==> config.mk <==
export PLATFORM = sky130hd
export DESIGN_NAME = pwm_capture
export DESIGN_NICKNAME = d
export VERILOG_FILES = /design/src/rtl/pwm_pkg.sv /design/src/rtl/sync_2ff.sv /design/src/rtl/pwm_capture.sv
export SDC_FILE = /design/constraint.sdc
export NUM_CORES = 1
export LEC_CHECK = 0
export ABC_AREA = 1
export CAP_MARGIN = 20
export CORE_AREA = 2 2 85 87
export DETAILED_ROUTE_END_ITERATION = 8
export DIE_AREA = 0 0 87 89
export HOLD_SLACK_MARGIN = 0.12
export PLACE_DENSITY = 0.72
export SLEW_MARGIN = 0
export SYNTH_ARGS = -nofsm -noshare
export SYNTH_HDL_FRONTEND = slang
export SYNTH_HIERARCHICAL = 1
export SYNTH_SLANG_ARGS = --single-unit
==> constraint.sdc <==
create_clock -name i_clk -period 2.1 [get_ports i_clk]
set_input_delay 0.315 -clock i_clk [delete_from_list [all_inputs] [get_ports i_clk]]
set_output_delay 0.315 -clock i_clk [all_outputs]
set_load 0.01 [all_outputs]
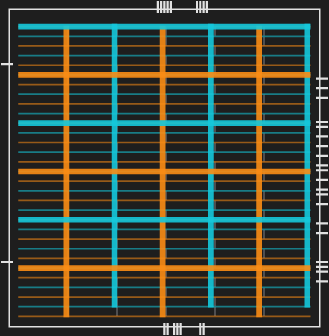
**Above:** run 1 (power grid).
Pins as bars on the die edge. Tap cells in gray.
Cyan is VDD. Orange is VSS.
The core has 30 rows. 38 signal pins sit on the boundary. 6 straps on met5.
Die H: 89 um
Die X: 87 um
Core ar.: 6720 um2
VDD IR max: 0.550 mV

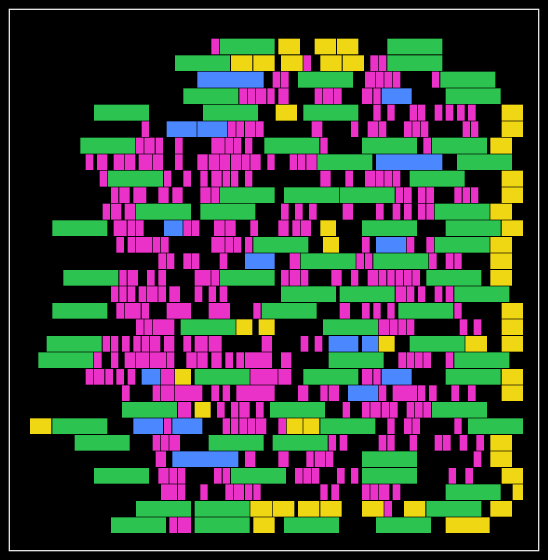
**Above:** run 1 (cells colored by class).
Green is flip-flops, cells 72, share of their area 46%. Magenta is all other logic, cells 324, share of their area 36%. Yellow is other buffers and delay cells, cells 48, share of their area 12%. Blue is clock drivers and dummy loads, cells 16, share of their area 6.4%.
Seq area share: 0.447
standard-cell rows: 30

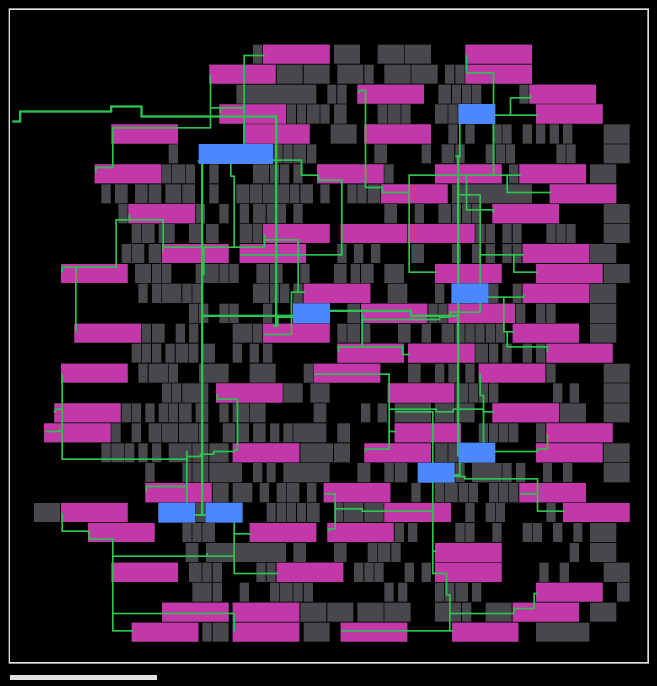
**Above:** run 1 (clock distribution).
Scale bar: 20 um.
Green is clock wires, length 923 um. Blue is cells driving clock nets, count 9. Magenta is flip-flops, count 72.
Position of the flops: widely spread.
clock distribution power: 1.38 mW
clk_skew: 0.0105 ns
clock network power share: 0.367
Late-Pin Clk Latency: 0.35 ns

==> impl_metrics.env, run 1 <==
# implementation run metrics
export IMPL_critical_path_slowest_cell="dfrtp_1"
export IMPL_finalCritPeriodShare=0.856
export IMPL_grt_overflow=0
export IMPL_whs_ns=0.356
export IMPL_grtUsageTotal=0.206
export IMPL_fp_util=0.491
export IMPL_wl_um=7240
export IMPL_worst_slew_pin_slew_ns=0.517
export IMPL_wl_met1_um=3450
export IMPL_ys_top_logic_family="simple AND/OR/NAND/NOR gates"
export IMPL_highest_layer="met4"
export IMPL_crit_buf_inv=2
export IMPL_status="finished, final reports clean"
export IMPL_crit_type="flip-flop to flip-flop"
export IMPL_ys_cells=410
export IMPL_placed_area_um2=3770
export IMPL_drt_iter0_drc=181
export IMPL_common_cells="nand2_1, dfrtp_1, inv_1"
export IMPL_hold_depth=0
export IMPL_final_antenna_net_count=0
export IMPL_place_congestion=0.888
export IMPL_wire_per_inst_um=13.4
export IMPL_drv_cap=0
export IMPL_final_fill_count=570
export IMPL_cts_buffer_depth=2
export IMPL_io_buffers=37
export IMPL_grt_pass1_wl_um=12400
export IMPL_ys_ff=72
export IMPL_top_cell_area_share=0.546
export IMPL_met2_wirelength_um=3320
export IMPL_met1_usage=0.290
export IMPL_cts_tree="done"
export IMPL_yosys_mux_area_fraction=0
export IMPL_arrival_ns=2.04
export IMPL_power_mw=3.75
export IMPL_antenna_found_initial=0
export IMPL_powerDensity_nw_per_um2=930
export IMPL_area_delta_synth_final_pct=22.3
==> run 1: cell type report <==
| type | count | area share |
|---|---|---|
| inverter | 43 | 0.0400 |
| sequential | 72 | 0.447 |
| clock buffer | 10 | 0.0341 |
| timing repair buffer | 48 | 0.115 |
| clock inverter | 6 | 0.0285 |
| tap | 80 | 0.0248 |
| multi-input combinational | 281 | 0.311 |
==> run 1: power by group <==
part | leakage [nW] | switching, mW | internal (mW)
Clock | 0.123 | 0.549 | 0.828
Combinational | 1.05 | 0.411 | 0.295
Sequential | 0.980 | 0.117 | 1.55
Total | 2.15 | 1.08 | 2.68
==> run 1: through the flow <==
stage               instances   util
finish                    540  0.601
global route              540  0.601
CTS                       540  0.601
detailed placement        523  0.561
global placement          523  0.561
floorplan                 410      -
==> run 1 -> run 2 <==
Settings changed: SLEW_MARGIN 0 to 40.
==> run 2 against run 1 <==
  * Core utilization did not move
  * Sequential share of layout area unchanged
  * Sequential power is essentially flat
  * Via count unchanged
  * Critical endpoint unchanged
  * Critical path type unchanged
==> impl_metrics.env, run 2 <==
# implementation run metrics
export IMPL_fin_worst_skew_ns=0.0105
export IMPL_fin_util=0.601
export IMPL_drv_cap=0
export IMPL_crit_buf_inv=2
export IMPL_final_fill_count=570
export IMPL_powerSeq_mw=1.67
export IMPL_ys_cells=410
export IMPL_powerDensity_nw_per_um2=930
export IMPL_p_sw_mw=1.08
export IMPL_die_x_um=87
export IMPL_common_cells="nand2_1, dfrtp_1, inv_1"
export IMPL_worst_ir_drop_vdd_mv=0.550
export IMPL_ys_area_um2=3300
export IMPL_clock_net_power_mw=1.38
export IMPL_met1_usage=0.290
export IMPL_rows=30
export IMPL_core_area_um2=6720
export IMPL_whs_ns=0.356
export IMPL_area_delta_synth_final_pct=22.3
export IMPL_cts_tree="done"
export IMPL_cts_buffers=9
export IMPL_io_buffers=37
export IMPL_pwr_share_seq=0.445
export IMPL_clk_latency_ns=0.35
export IMPL_worst_slew_pin_slew_ns=0.517
export IMPL_wl_met1_um=3450
export IMPL_place_congestion=0.888
export IMPL_crit_type="flip-flop to flip-flop"
export IMPL_ys_ff=72
export IMPL_finalCritPeriodShare=0.856
export IMPL_die_height_um=89
export IMPL_top_cell_area_share=0.546
export IMPL_hold_depth=0
export IMPL_cts_buffer_depth=2
export IMPL_status="finished, final reports clean"
export IMPL_grt_overflow=0
export IMPL_fp_util=0.491
export IMPL_yosys_mux_area_fraction=0
export IMPL_antenna_found_initial=0
export IMPL_intPower_mw=2.68
export IMPL_final_antenna_net_count=0
export IMPL_drt_iter0_drc=181
-- run 2: cell counts after synthesis --
Identical to the previous run, type by type.
-- run 2: timing repair --
item | in CTS | in global routing
endpoints found under the hold margin | 19 | 0
resized | 0 | 0
hold buffers | 1 | 0
-- run 2: through the flow --
stage | cells | power, mW | instance area, um2
2_1_floorplan | 410 | 2.10 | 3300
3_3_place_gp | 523 | 2.38 | 3770
3_5_place_dp | 523 | 2.40 | 3770
4_1_cts | 540 | 3.78 | 4040
5_1_grt | 540 | 3.95 | 4040
6_report | 540 | 3.75 | 4040
-- run 2: cell type report --
class	count	area, um2	share of cell area
Multi-Input combinational cell	281	1260	0.311
Tap cell	80	100	0.0248
Clock buffer	10	138	0.0341
Inverter	43	161	0.0400
Timing Repair Buffer	48	463	0.115
Clock inverter	6	115	0.0285
Sequential cell	72	1800	0.447
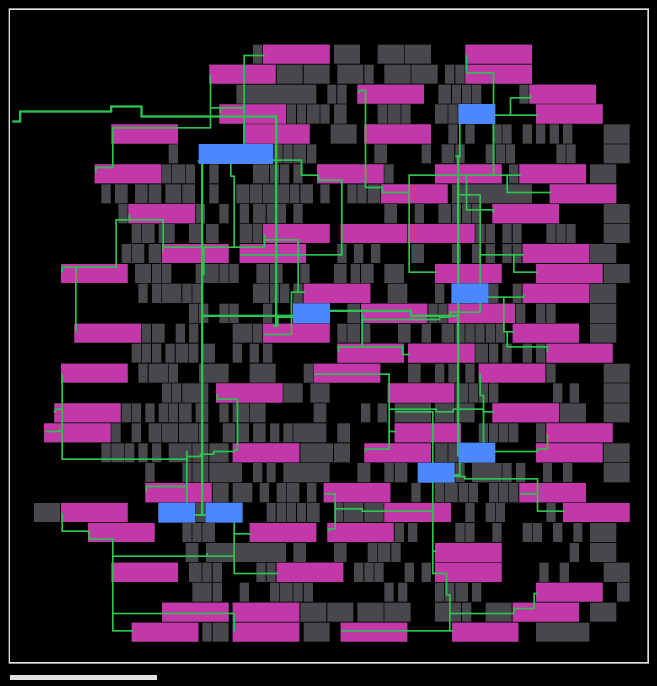
**Above:** run 2 (clock distribution).
Scale bar: 20 um.
Blue is cells driving clock nets, count 9. Green is clock wires, length 923 um. Magenta is flip-flops, count 72.
There are 10 routed clock nets. Position of the flops: widely spread.

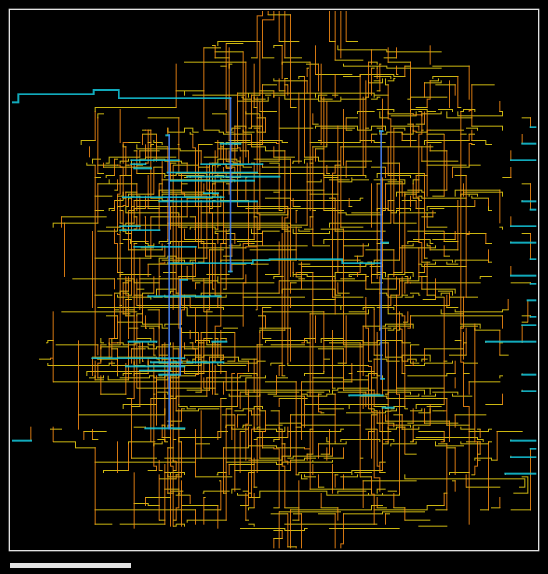
**Above:** run 2 (signal wires by layer).
Scale bar: 20 um.
Blue is met4, wire length 133 um. Yellow is met1, wire length 3450 um. Orange is met2, wire length 3320 um. Cyan is met3, wire length 338 um.
WL per Instance: 13.4 um
vias post-DR: 2733
GRT Overall Usage: 0.206
Post-Route WL: 7240 um

Power and IR drop assume default switching activity.
